Fig. 1: cell placement
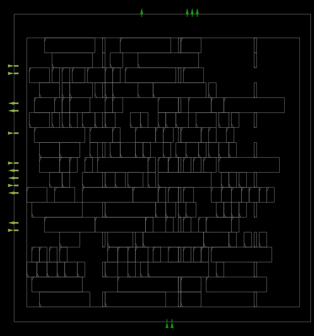
Fig. 2: sizing map
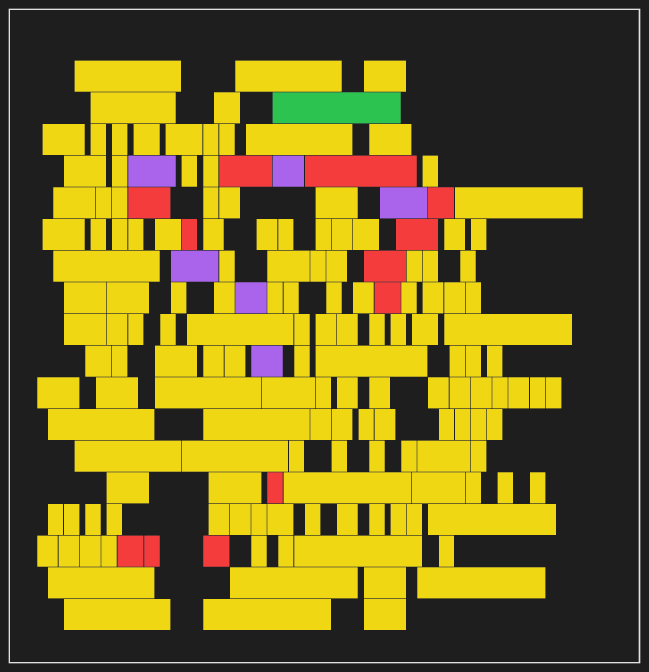
Fig. 3: clock wires, drivers and flops
Bar = 20 um.
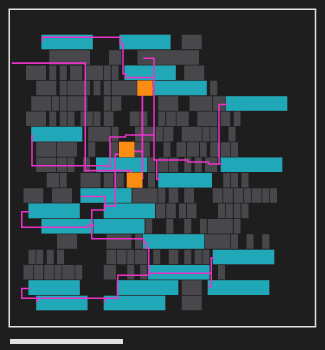
Fig. 4: where the registers sit
Bar = 20 um.
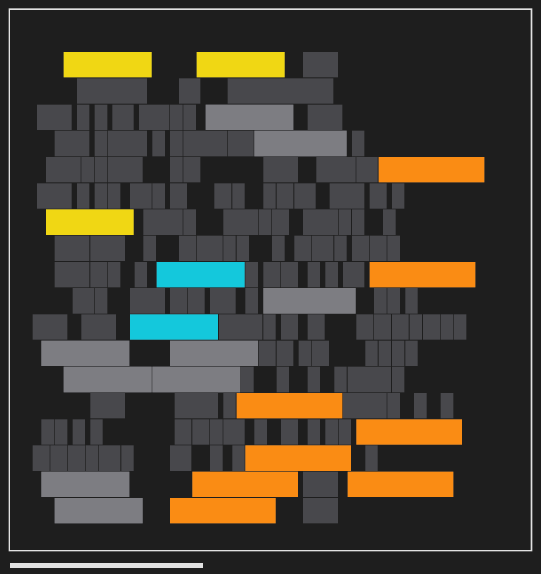
Fig. 5: signal metal coverage by tile
11 x 11 tiles, from dark blue (low) to red (high), scaled to the fullest tile. Values are wire area over tile area, all layers added.
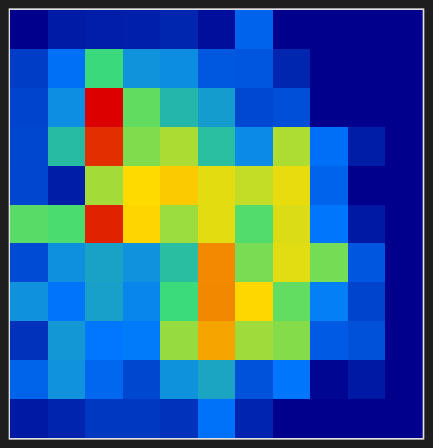
[src/rtl/snake_pkg.sv]
// Shared codes for the snake game control path: direction encodings,
// run-state encodings and the reversal helper.
package snake_pkg;

  localparam logic [1:0] DIR_UP    = 2'b00;
  localparam logic [1:0] DIR_DOWN  = 2'b01;
  localparam logic [1:0] DIR_LEFT  = 2'b10;
  localparam logic [1:0] DIR_RIGHT = 2'b11;

  typedef enum logic [1:0] {
    ST_IDLE   = 2'b00,
    ST_RUN    = 2'b01,
    ST_PAUSED = 2'b10
  } run_state_e;

  // Up/down and left/right share the high bit, so the reverse heading
  // only flips the low bit.
  function automatic logic [1:0] opposite_dir(input logic [1:0] d);
    return {d[1], ~d[0]};
  endfunction

endpackage

[src/rtl/dir_fifo.sv]
// Small synchronous FIFO of pending 2-bit headings. Exposes head (next to
// pop) and tail (most recently pushed) so the caller can filter reversals.
// Push and pop in the same cycle are both honoured; the caller guarantees
// it never pushes into a full FIFO without a simultaneous pop.
module dir_fifo #(
  parameter int DEPTH = 4,
  parameter int AW    = $clog2(DEPTH)
) (
  input  logic          clk,
  input  logic          reset_n,
  input  logic          flush,
  input  logic          push,
  input  logic          pop,
  input  logic [1:0]    din,
  output logic [1:0]    head,
  output logic [1:0]    tail,
  output logic          full,
  output logic          empty,
  output logic [AW:0]   count
);

  logic [1:0]    mem [DEPTH];
  logic [AW-1:0] rd_ptr, wr_ptr;

  assign head  = mem[rd_ptr];
  assign tail  = mem[wr_ptr - AW'(1)];
  assign full  = (count == (AW+1)'(DEPTH));
  assign empty = (count == '0);

  // Storage needs no reset; occupancy tracking decides what is valid.
  always_ff @(posedge clk) begin
    if (push && !flush) mem[wr_ptr] <= din;
  end

  // Pointers wrap naturally at the power-of-two depth.
  always_ff @(posedge clk or negedge reset_n) begin
    if (!reset_n) begin
      rd_ptr <= '0;
      wr_ptr <= '0;
      count  <= '0;
    end else if (flush) begin
      rd_ptr <= '0;
      wr_ptr <= '0;
      count  <= '0;
    end else begin
      if (push) wr_ptr <= wr_ptr + AW'(1);
      if (pop)  rd_ptr <= rd_ptr + AW'(1);
      case ({push, pop})
        2'b10:   count <= count + (AW+1)'(1);
        2'b01:   count <= count - (AW+1)'(1);
        default: count <= count;
      endcase
    end
  end

endmodule

[src/rtl/dir_cmd_queue.sv]
// Turns keyboard direction/start/reset pulses into one heading update per
// game tick. Holds the IDLE/RUN/PAUSED run state, queues up to DEPTH turns
// and rejects 180-degree reversals against the latest queued heading.
// Build option: define DIR_DEDUP_EN to also reject a turn equal to the
// latest queued heading (stops key auto-repeat from filling the queue).
module dir_cmd_queue
  import snake_pkg::*;
#(
  parameter int         DEPTH    = 4,
  parameter logic [1:0] INIT_DIR = 2'b11
) (
  input  logic                     clk,
  input  logic                     reset_n,
  input  logic [1:0]               dir_in,
  input  logic                     dir_valid_in,
  input  logic                     start_pause_in,
  input  logic                     reset_evt_in,
  input  logic                     game_tick,
  output logic [1:0]               cur_dir,
  output logic                     move_strobe,
  output logic                     running,
  output logic                     paused,
  output logic                     game_clear,
  output logic [$clog2(DEPTH):0]   q_count,
  output logic                     drop_pulse
);

  run_state_e state;
  logic       full, empty;
  logic [1:0] head, tail, ref_dir;
  logic       is_run, do_pop, dir_ok, do_push, do_drop;

  assign running = (state == ST_RUN);
  assign paused  = (state == ST_PAUSED);

  // Turn filter: compare against the newest pending heading (pre-pop tail),
  // and let a same-cycle pop make room in a full queue.
  always_comb begin
    is_run  = (state == ST_RUN) && !reset_evt_in;
    ref_dir = empty ? cur_dir : tail;
    do_pop  = is_run && game_tick && !empty;
    dir_ok  = (dir_in != opposite_dir(ref_dir)) && (!full || do_pop);
`ifdef DIR_DEDUP_EN
    dir_ok  = dir_ok && (dir_in != ref_dir);
`else
    dir_ok  = dir_ok;
`endif
    do_push = is_run && dir_valid_in && dir_ok;
    do_drop = is_run && dir_valid_in && !dir_ok;
  end

  dir_fifo #(.DEPTH(DEPTH)) u_fifo (
    .clk    (clk),
    .reset_n(reset_n),
    .flush  (reset_evt_in),
    .push   (do_push),
    .pop    (do_pop),
    .din    (dir_in),
    .head   (head),
    .tail   (tail),
    .full   (full),
    .empty  (empty),
    .count  (q_count)
  );

  // Run-state FSM with registered heading and event pulses; game reset wins.
  always_ff @(posedge clk or negedge reset_n) begin
    if (!reset_n) begin
      state       <= ST_IDLE;
      cur_dir     <= INIT_DIR;
      move_strobe <= 1'b0;
      drop_pulse  <= 1'b0;
      game_clear  <= 1'b0;
    end else begin
      move_strobe <= is_run && game_tick;
      drop_pulse  <= do_drop;
      game_clear  <= reset_evt_in;
      if (reset_evt_in) begin
        state   <= ST_IDLE;
        cur_dir <= INIT_DIR;
      end else begin
        if (do_pop) cur_dir <= head;
        if (start_pause_in) begin
          case (state)
            ST_IDLE:   state <= ST_RUN;
            ST_RUN:    state <= ST_PAUSED;
            ST_PAUSED: state <= ST_RUN;
            default:   state <= ST_IDLE;
          endcase
        end
      end
    end
  end

endmodule

[config.mk]
export PLATFORM = sky130hd
export DESIGN_NAME = dir_cmd_queue
export DESIGN_NICKNAME = d
export VERILOG_FILES = /design/src/rtl/snake_pkg.sv /design/src/rtl/dir_fifo.sv /design/src/rtl/dir_cmd_queue.sv
export SDC_FILE = /design/constraint.sdc
export NUM_CORES = 1
export LEC_CHECK = 0
export ABC_AREA = 1
export CORE_AREA = 2 2 52 54
export CTS_BUF_LIST = sky130_fd_sc_hd__clkbuf_4 sky130_fd_sc_hd__clkbuf_8
export DETAILED_ROUTE_END_ITERATION = 8
export DIE_AREA = 0 0 54 56
export GPL_ROUTABILITY_DRIVEN = 1
export GPL_TIMING_DRIVEN = 0
export PLACE_DENSITY = 0.76
export RECOVER_POWER = 100
export SLEW_MARGIN = 20
export SYNTH_ARGS = -nofsm -noshare
export SYNTH_HDL_FRONTEND = slang
export SYNTH_SLANG_ARGS = --single-unit
[constraint.sdc]
create_clock -name clk -period 6.4 [get_ports clk]
set_clock_uncertainty 0.1 [all_clocks]
set_input_delay 1.28 -clock clk [delete_from_list [all_inputs] [get_ports clk]]
set_output_delay 1.28 -clock clk [all_outputs]
set_load 0.01 [all_outputs]
==> reports/qor.yml <==
sta:
  setup_tns_ns: 0
  fin_crit_sh_pct: 59.4
  grt_setup_unrepaired: "no"
  worst_pin_slew_ns: 0.648
  whs_ns: 0.423
  max_freq_mhz: 263
  finalHoldViolCount: 0
  drv_slew: 0
  slew_headroom_pct: 56.7
  period_needed_ns: 3.80
  final-setup-viol-count: 0
detailed_routing:
  met3_length_um: 70
  drtPass1Iterations: 4
  num_vias: 1029
  dr_wl_met2_um: 1260
  drc: 0
  drt_iter0_drc: 28
  drt-vias-per-instance: 5.20
  postRouteAntennaNets: 0
  routed.top_layer: "met4"
power:
  switchingPower_uw: 104
  power.leakage_nw: 0.733
  p_seq_share_pct: 46.0
  power_leader: "registers"
  vdd_drop_max_uv: 170
  switching_share_pct: 29.4
  powerDensity_nw_per_um2: 238
  pwr-share-comb_pct: 23.5
  total_power_uw: 355
  powerComb_uw: 83.3
  p_int_uw: 251
synth:
  ys_area_sq_um: 1260
  yosys-top-cells-count: "inv_1, nand2_1, nor2_1"
  synth.cell_area_sq_um: 1260
  yosys.cell_types.count: 27
  syn_nets: 160
  compound_area_share_pct: 7.23
  top_area_cell: "dfrtp_1"
  synth_seq_share_pct: 47.0
  edf_count: 8
  synthTopLogicFamily: "simple AND/OR/NAND/NOR gates"
  synth_top_flop_cell: "dfrtp_1"
  async_flop_share_pct: 63.6
  synth_area_per_cell_sq_um: 8.59
  simple_gate_area_share_pct: 30.2
  yosys_cells: 147
  muxShareOfSynthArea_pct: 0
  top_cell_area_share_pct: 23.8
  ys_top_cells_by_area: "dfrtp_1, edfxtp_1, inv_1"
  top_cell: "inv_1"
  synthCells: 147
  adder_share_pct: 5.55
clock_network:
  postCtsHoldBufs: 0
  clkTransAtPathRegs_ns: 0.13
  cts_resized: 0
  cts_root_buffer: "clkbuf_4"
  cts_buffer_depth: 2
  cts_tree: "built"
  cts_buffers: 3
  h-tree-depth: 1
  clock-sinks: 22
  postCtsSetupRepairBufs: 0
die:
  fp.dieH_um: 56
  core_sq_um: 2430
  fp_util_pct: 51.9
  die-area_sq_um: 3020
  io_pins: 18
  dieWidth_um: 54
  rows: 18
placement:
  dp_hpwl_um: 1920
  portBuffers: 17
  dp_cells: 194
  place_area_sq_um: 1470
  gp_congestion: 0.884
final_layout:
  final-comb-area_sq_um: 524
  nClkBuffers: 3
  nets: 182
  bufAreaShareNonClock_pct: 11.6
  comb.multi_input.count: 94
  flop-count: 22
  final-clk-cell-share_pct: 3.52
  largest_reg_flops: 8
  final_cell_mix: "inv_1, nand2_1, nor2_1, dlygate4sd3_1"
  lay_top_count: "inv_1"
  comb_share_pct: 35.1
  layout-drive-gt1-share_pct: 11.3
  regMostFlops: "u_fifo.mem"
  largestRegisters: "u_fifo.mem: 8 flops, u_fifo.count: 3 flops"
  num-nonclk-inverters: 30
  num_antenna_cells: 0
  largestClassByArea: "sequential cells"
critical_path:
  cp_common_cell: "nand2_1"
  startpoint: "reset_evt_in"
  crit_fanout: 7
  timing.rr.end: "u_fifo.count[2]"
  cpMaxStageDelayCell: "dlygate4sd3_1"
  crit_chain: "dlygate4sd3_1 -> inv_1 -> and3_1 -> nand2_1 -> nand3_1 -> nand3_1 -> nand2_1 -> inv_1 -> fa_1 -> xnor2_1 -> nor2_1 -> nor2_1 -> nand2_1"
  r2r-start: "u_fifo.wr_ptr[0]"
  crit_path_end: "u_fifo.count[2]"
  r2r_cells: 17
  cp-start-kind: "input port"
  cp_num_buf_inv: 3
  rrSetupSlack_ns: 3.28
  cpPeakStageDelay_ns: 0.61
  end_kind: "register"
  path_delay_family: "simple AND/OR/NAND/NOR gates"
  required_ns: 6.52
global_routing:
  grt_max_degree: 15
  grtUsageTotal_pct: 20.0
  grt_pass1_vias: 1040
  antenna_found_initial: 0
  met3_usage_pct: 4.57
  grt_pass1_wl_um: 4430
  grt.overflow.total: 0
  busiest_layer: "met2"
  grt_use_met1_pct: 24.1
  gr-usage-met2_pct: 32.9
min_path:
  hp-start: "u_fifo.rd_ptr[1]"
  hold_end: "u_fifo.rd_ptr[1]"
  min_path_type: "reg -> reg"
flow_run:
  log.warning_count: 29
  max_cap_viol_count: 0
outcome:
  status: "finished, final reports clean"
Notes on Fig. 1 above:
post-route insts no fill: 198
Fill cells: 226
num tapcells: 30

Notes on Fig. 2 above:
size	color	cells
x6 and larger	green	1
x2	red	12
x3 and x4	purple	6
x1 and smaller	yellow	149
bufs w/o clock: 18
Worst Slack Setup Final: 2.60 ns
final instance area: 1490 sq um
area delta synth->final: 18.3%

Notes on Fig. 3 above:
[clock wires] magenta | length: 281 um
[flip-flops] cyan | count: 22
[clock-net drivers] orange | count: 3
flops lie	spread over the die
routed clock nets	4
clock power share: 30.5%
Clk. pwr: 108 uW
Worst-Skew Late Latency: 0.31 ns

Notes on Fig. 4 above:
netlist name	color	sequential cells
u_fifo.mem	orange	8
u_fifo.rd_ptr	cyan	2
u_fifo.count	yellow	3
Power Sequential: 163 uW
Layout Utilization: 61.4%
Register Area: 593 sq um
sequential cell area share: 39.7%

Notes on Fig. 5 above:
mean over tiles	0.13
tiles over half the peak	26%
densest ninth of the die	center
emptiest ninth of the die	upper right
nearly empty tiles	20%
fullest tile	0.44
Routed WL: 2480 um
DR WL/cell: 12.5 um

Power and IR drop assume default switching activity.
